closeup.png
Window x 24 to 64, y 6 to 46 um. Cells in grey, sequential cells in the stronger grey; small squares are vias.
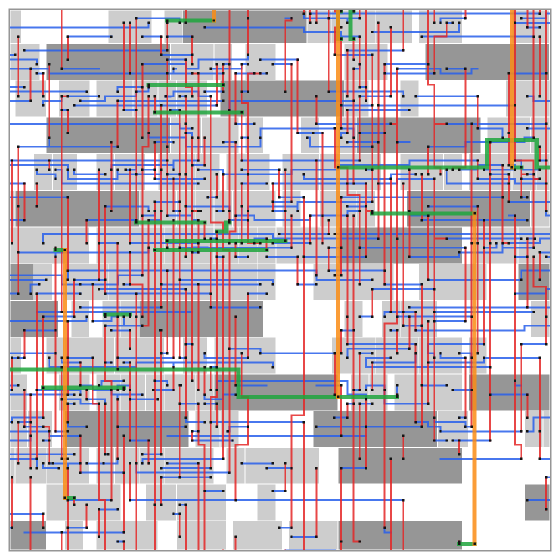
placed.png
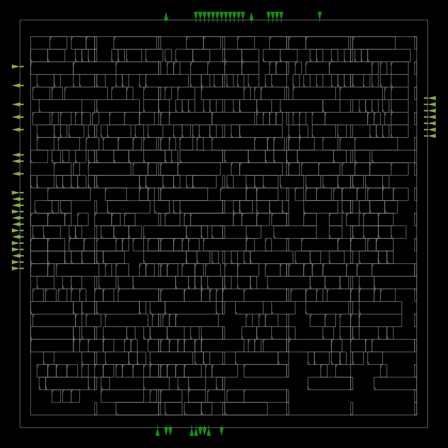
clock_wires.png
Bar = 20 um.
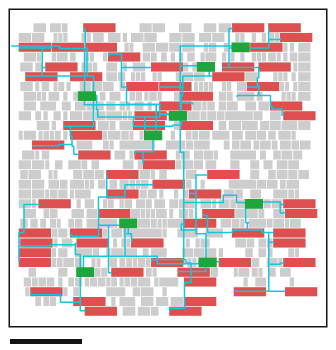
layers.png
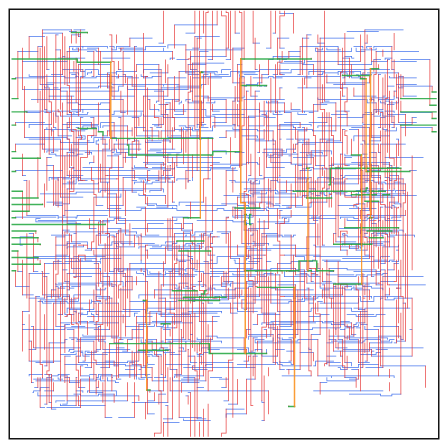
m3.png
Bar = 20 um.
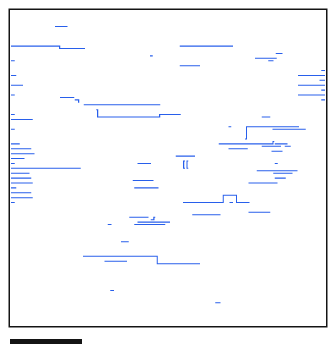
File: src/rtl/accel_pkg.sv
// Shared types and constants for the convolution job sequencer.
//   sched_state_t : sequencer FSM states
//   ERR_*         : bit positions inside the sticky err vector
package accel_pkg;

  typedef enum logic [2:0] {
    S_IDLE    = 3'd0,
    S_LOAD_K  = 3'd1,
    S_RUN_IMG = 3'd2,
    S_DRAIN   = 3'd3,
    S_FIN     = 3'd4
  } sched_state_t;

  localparam int unsigned ERR_W    = 3;
  localparam int unsigned ERR_JOB  = 0;
  localparam int unsigned ERR_LAST = 1;
  localparam int unsigned ERR_TO   = 2;

endpackage

File: src/rtl/stream_gate.sv
// Combinational AXI-Stream valid/ready gate with optional last override.
// Ports:
//   en_i                      : opens the gate
//   s_valid_i/s_ready_o/s_last_i : upstream side
//   m_valid_o/m_ready_i/m_last_o : downstream side
//   last_ovr_en_i/last_ovr_i  : replace upstream last with last_ovr_i
//   hs_o                      : a beat transfers this cycle
module stream_gate (
  input  logic en_i,
  input  logic s_valid_i,
  output logic s_ready_o,
  input  logic s_last_i,
  output logic m_valid_o,
  input  logic m_ready_i,
  output logic m_last_o,
  input  logic last_ovr_en_i,
  input  logic last_ovr_i,
  output logic hs_o
);

  assign m_valid_o = s_valid_i & en_i;
  assign s_ready_o = m_ready_i & en_i;
  assign m_last_o  = last_ovr_en_i ? last_ovr_i : s_last_i;
  assign hs_o      = s_valid_i & m_ready_i & en_i;

endmodule

File: src/rtl/conv_sched.sv
// Job-level sequencer for the convolution datapath. Per pass it opens the
// kernel stream for K_DIM beats, then the image stream for job_nbeats beats,
// then waits for the output stream's last beat (bounded by DRAIN_TO cycles).
// Ports:
//   clk, rst                 : clock, async active-high reset
//   job_valid/job_ready      : job descriptor handshake (ready only in IDLE)
//   job_npass, job_nbeats    : passes per job, image beats per pass
//   s_k_* / m_k_*            : kernel stream, upstream / to kernel_ctrl
//   s_img_* / m_img_*        : image stream, upstream / to img_ctrl
//   out_valid/ready/last     : output_ctrl stream monitor
//   busy, done, err, pass_idx: status
module conv_sched
  import accel_pkg::*;
#(
  parameter int unsigned K_DIM    = 3,
  parameter int unsigned M_BITS   = 16,
  parameter int unsigned PASS_W   = 8,
  parameter int unsigned BEAT_W   = 16,
  parameter int unsigned DRAIN_TO = 4096
) (
  input  logic              clk,
  input  logic              rst,
  input  logic              job_valid,
  output logic              job_ready,
  input  logic [PASS_W-1:0] job_npass,
  input  logic [BEAT_W-1:0] job_nbeats,
  input  logic              s_k_valid,
  output logic              s_k_ready,
  input  logic              s_k_last,
  output logic              m_k_valid,
  input  logic              m_k_ready,
  output logic              m_k_last,
  input  logic              s_img_valid,
  output logic              s_img_ready,
  input  logic              s_img_last,
  output logic              m_img_valid,
  input  logic              m_img_ready,
  output logic              m_img_last,
  input  logic              out_valid,
  input  logic              out_ready,
  input  logic              out_last,
  output logic              busy,
  output logic              done,
  output logic [ERR_W-1:0]  err,
  output logic [PASS_W-1:0] pass_idx
);

  localparam int unsigned TO_W = $clog2(DRAIN_TO);

  // A mis-parameterised instance never accepts a job.
  localparam bit PARAMS_OK = (M_BITS > 0) && (K_DIM > 0) && (PASS_W > 0) &&
                             (BEAT_W > 0) && (DRAIN_TO >= 2);

  sched_state_t      state_q, state_d;
  logic [BEAT_W-1:0] beat_q, beat_d;
  logic [TO_W-1:0]   to_q, to_d;
  logic [PASS_W-1:0] pass_q, pass_d;
  logic [PASS_W-1:0] npass_q, npass_d;
  logic [BEAT_W-1:0] nbeats_q, nbeats_d;
  logic [ERR_W-1:0]  err_q, err_d;

  logic k_hs, img_hs, out_hs;
  logic k_last_beat, img_last_beat;

  assign k_last_beat   = (beat_q == BEAT_W'(K_DIM - 1));
  assign img_last_beat = (beat_q == (nbeats_q - BEAT_W'(1)));
  assign out_hs        = out_valid & out_ready & out_last;

  // Kernel path: upstream last passes through unchanged.
  stream_gate u_k_gate (
    .en_i          (state_q == S_LOAD_K),
    .s_valid_i     (s_k_valid),
    .s_ready_o     (s_k_ready),
    .s_last_i      (s_k_last),
    .m_valid_o     (m_k_valid),
    .m_ready_i     (m_k_ready),
    .m_last_o      (m_k_last),
    .last_ovr_en_i (1'b0),
    .last_ovr_i    (1'b0),
    .hs_o          (k_hs)
  );

  // Image path: last is regenerated from the programmed beat count.
  stream_gate u_img_gate (
    .en_i          (state_q == S_RUN_IMG),
    .s_valid_i     (s_img_valid),
    .s_ready_o     (s_img_ready),
    .s_last_i      (s_img_last),
    .m_valid_o     (m_img_valid),
    .m_ready_i     (m_img_ready),
    .m_last_o      (m_img_last),
    .last_ovr_en_i (1'b1),
    .last_ovr_i    ((state_q == S_RUN_IMG) & img_last_beat),
    .hs_o          (img_hs)
  );

  // State and counter registers.
  always_ff @(posedge clk or posedge rst) begin
    if (rst) begin
      state_q  <= S_IDLE;
      beat_q   <= '0;
      to_q     <= '0;
      pass_q   <= '0;
      npass_q  <= '0;
      nbeats_q <= '0;
      err_q    <= '0;
    end else begin
      state_q  <= state_d;
      beat_q   <= beat_d;
      to_q     <= to_d;
      pass_q   <= pass_d;
      npass_q  <= npass_d;
      nbeats_q <= nbeats_d;
      err_q    <= err_d;
    end
  end

  // Next-state and counter logic.
  always_comb begin
    state_d  = state_q;
    beat_d   = beat_q;
    to_d     = to_q;
    pass_d   = pass_q;
    npass_d  = npass_q;
    nbeats_d = nbeats_q;
    err_d    = err_q;

    unique case (state_q)
      S_IDLE: begin
        if (job_valid && PARAMS_OK) begin
          npass_d  = job_npass;
          nbeats_d = job_nbeats;
          err_d    = '0;
          pass_d   = '0;
          beat_d   = '0;
          if ((job_npass == '0) || (job_nbeats == '0)) begin
            err_d[ERR_JOB] = 1'b1;
            state_d        = S_FIN;
          end else begin
            state_d = S_LOAD_K;
          end
        end
      end

      S_LOAD_K: begin
        if (k_hs) begin
          // The beat count, not upstream last, decides the transition.
          if (s_k_last != k_last_beat) err_d[ERR_LAST] = 1'b1;
          if (k_last_beat) begin
            beat_d  = '0;
            state_d = S_RUN_IMG;
          end else begin
            beat_d = beat_q + BEAT_W'(1);
          end
        end
      end

      S_RUN_IMG: begin
        if (img_hs) begin
          if (s_img_last != img_last_beat) err_d[ERR_LAST] = 1'b1;
          if (img_last_beat) begin
            beat_d  = '0;
            to_d    = '0;
            state_d = S_DRAIN;
          end else begin
            beat_d = beat_q + BEAT_W'(1);
          end
        end
      end

      S_DRAIN: begin
        // Output last wins over a timeout in the same cycle.
        if (out_hs) begin
          if (pass_q == (npass_q - PASS_W'(1))) begin
            state_d = S_FIN;
          end else begin
            pass_d  = pass_q + PASS_W'(1);
            state_d = S_LOAD_K;
          end
        end else if (to_q == TO_W'(DRAIN_TO - 1)) begin
          err_d[ERR_TO] = 1'b1;
          state_d       = S_FIN;
        end else begin
          to_d = to_q + TO_W'(1);
        end
      end

      S_FIN: begin
        state_d = S_IDLE;
      end

      default: begin
        state_d = S_IDLE;
      end
    endcase
  end

  assign job_ready = (state_q == S_IDLE) && PARAMS_OK;
  assign busy      = (state_q != S_IDLE);
  assign done      = (state_q == S_FIN);
  assign err       = err_q;
  assign pass_idx  = pass_q;

endmodule

File: config.mk
export PLATFORM = sky130hd
export DESIGN_NAME = conv_sched
export DESIGN_NICKNAME = d
export VERILOG_FILES = /design/src/rtl/accel_pkg.sv /design/src/rtl/stream_gate.sv /design/src/rtl/conv_sched.sv
export SDC_FILE = /design/constraint.sdc
export NUM_CORES = 1
export LEC_CHECK = 0
export CAP_MARGIN = 25
export CORE_MARGIN = 2
export CORE_UTILIZATION = 60
export DETAILED_ROUTE_END_ITERATION = 8
export PLACE_DENSITY = 0.86
export SETUP_SLACK_MARGIN = 0.3
export SYNTH_ARGS = -nofsm -noshare
export SYNTH_HDL_FRONTEND = slang
export SYNTH_HIERARCHICAL = 1
export SYNTH_SLANG_ARGS = --single-unit
File: constraint.sdc
create_clock -name clk -period 4.55 [get_ports clk]
set_input_delay 0.6825 -clock clk [delete_from_list [all_inputs] [get_ports clk]]
set_output_delay 0.6825 -clock clk [all_outputs]
set_load 0.02 [all_outputs]
==> changes_impl.md <==
### Physical design

- Status: finished, final reports clean
- Simple Share, Synth: 0.302
- FFs w/ async S/R, synth: 1.00
- RSZ-0062 raised after global routing: no
- TritonCTS Sinks: 66
- Leakage: 2.22 nW
- Die Width: 87.9 um
- DR WL met2: 5410 um
- Pwr dens: 541 mW/mm^2
- Startpoint types: flip-flop
- Post-synthesis mux area share: 0.0243
- Hold wc startpoint: err[0]$_DFFE_PP0P_
- Ant diodes: 0
- Switch share: 0.419
- Crit path largest cell delay: 530 ps
- Late-Pin Clk Latency: 360 ps
- Highest routed layer: met4
- Share of layout cells above drive strength 1: 0.0866
- YS chip area: 0.00422 sq mm
- Drt pass-1 iters: 5
- Sequential power share: 0.373
- Final Slew Violations: 0
- Maximum clock path buffer count: 2
- Max-cap violations: 0
- Initial DRC count: 228
- Final ANT Viol Nets: 0
- Commonest flop: dfrtp_1
- Comb area share: 0.473
- Hold Path Stages: 2
- Synth flops: 66
- Post_cts resized: 4
- Flop count: 66
- Pwr top: combinational cells
- Sequential logic power: 0.00104 W
- EDFF count, synth: 0
- Reg-to-reg critical path endpoint: to_q[7]$_DFFE_PP0P_
- Clk pwr: 0.000544 W
- Non-clock buffer instance count of the final layout: 62
- Yosys adder share: 0.0178
- Synth warnings: 6
- Clock power frac: 0.196
- Final hold violation count: 0
- CP endpoint: m_img_last
- Combinational power: 0.00120 W
- CLK BUF: 13
- Syn avg cell area: 8.55 sq um
- Cell count after placement: 632
- Top cells, area: dfrtp_1 (39%), nand2_1 (8.8%), xor2_1 (4.6%)
- Actual slew at the worst max-slew pin: 978 ps
Notes on closeup.png above:
Blue is M1. Green is M3. Red is M2. Orange is M4.
Sequential cells in the window: 16. Netlist names of flops here include beat_q (8), state_q (3), nbeats_q (2). 128 logic cells have their middle in the window. Most frequent: dfrtp_1 (16), nand2_1 (15), nor2_1 (12).

Notes on placed.png above:
Core Util, Final: 0.757
flop share of the area: 0.321
fillcell total: 495
Placeable Area: 0.00679 sq mm
row count: 30

Notes on clock_wires.png above:
Cyan is clock wires, length 871 um. Green is clock-net drivers, count 9. Red is flip-flops, count 66.
There are 10 routed clock nets.

Notes on layers.png above:
Blue is M1, wire length 4680 um. Orange is M4, wire length 247 um. Red is M2, wire length 5410 um. Green is M3, wire length 428 um.

Notes on m3.png above:
The wires run mostly horizontal. The layer holds 4.0% of the routed length. The layer carries 428 um of wire. 59 nets have wire on it.
overall routed net length: 10800 um
GRT met3 Usage: 0.0716

Power figures rest on the tool's default switching activity, not on a simulated workload.
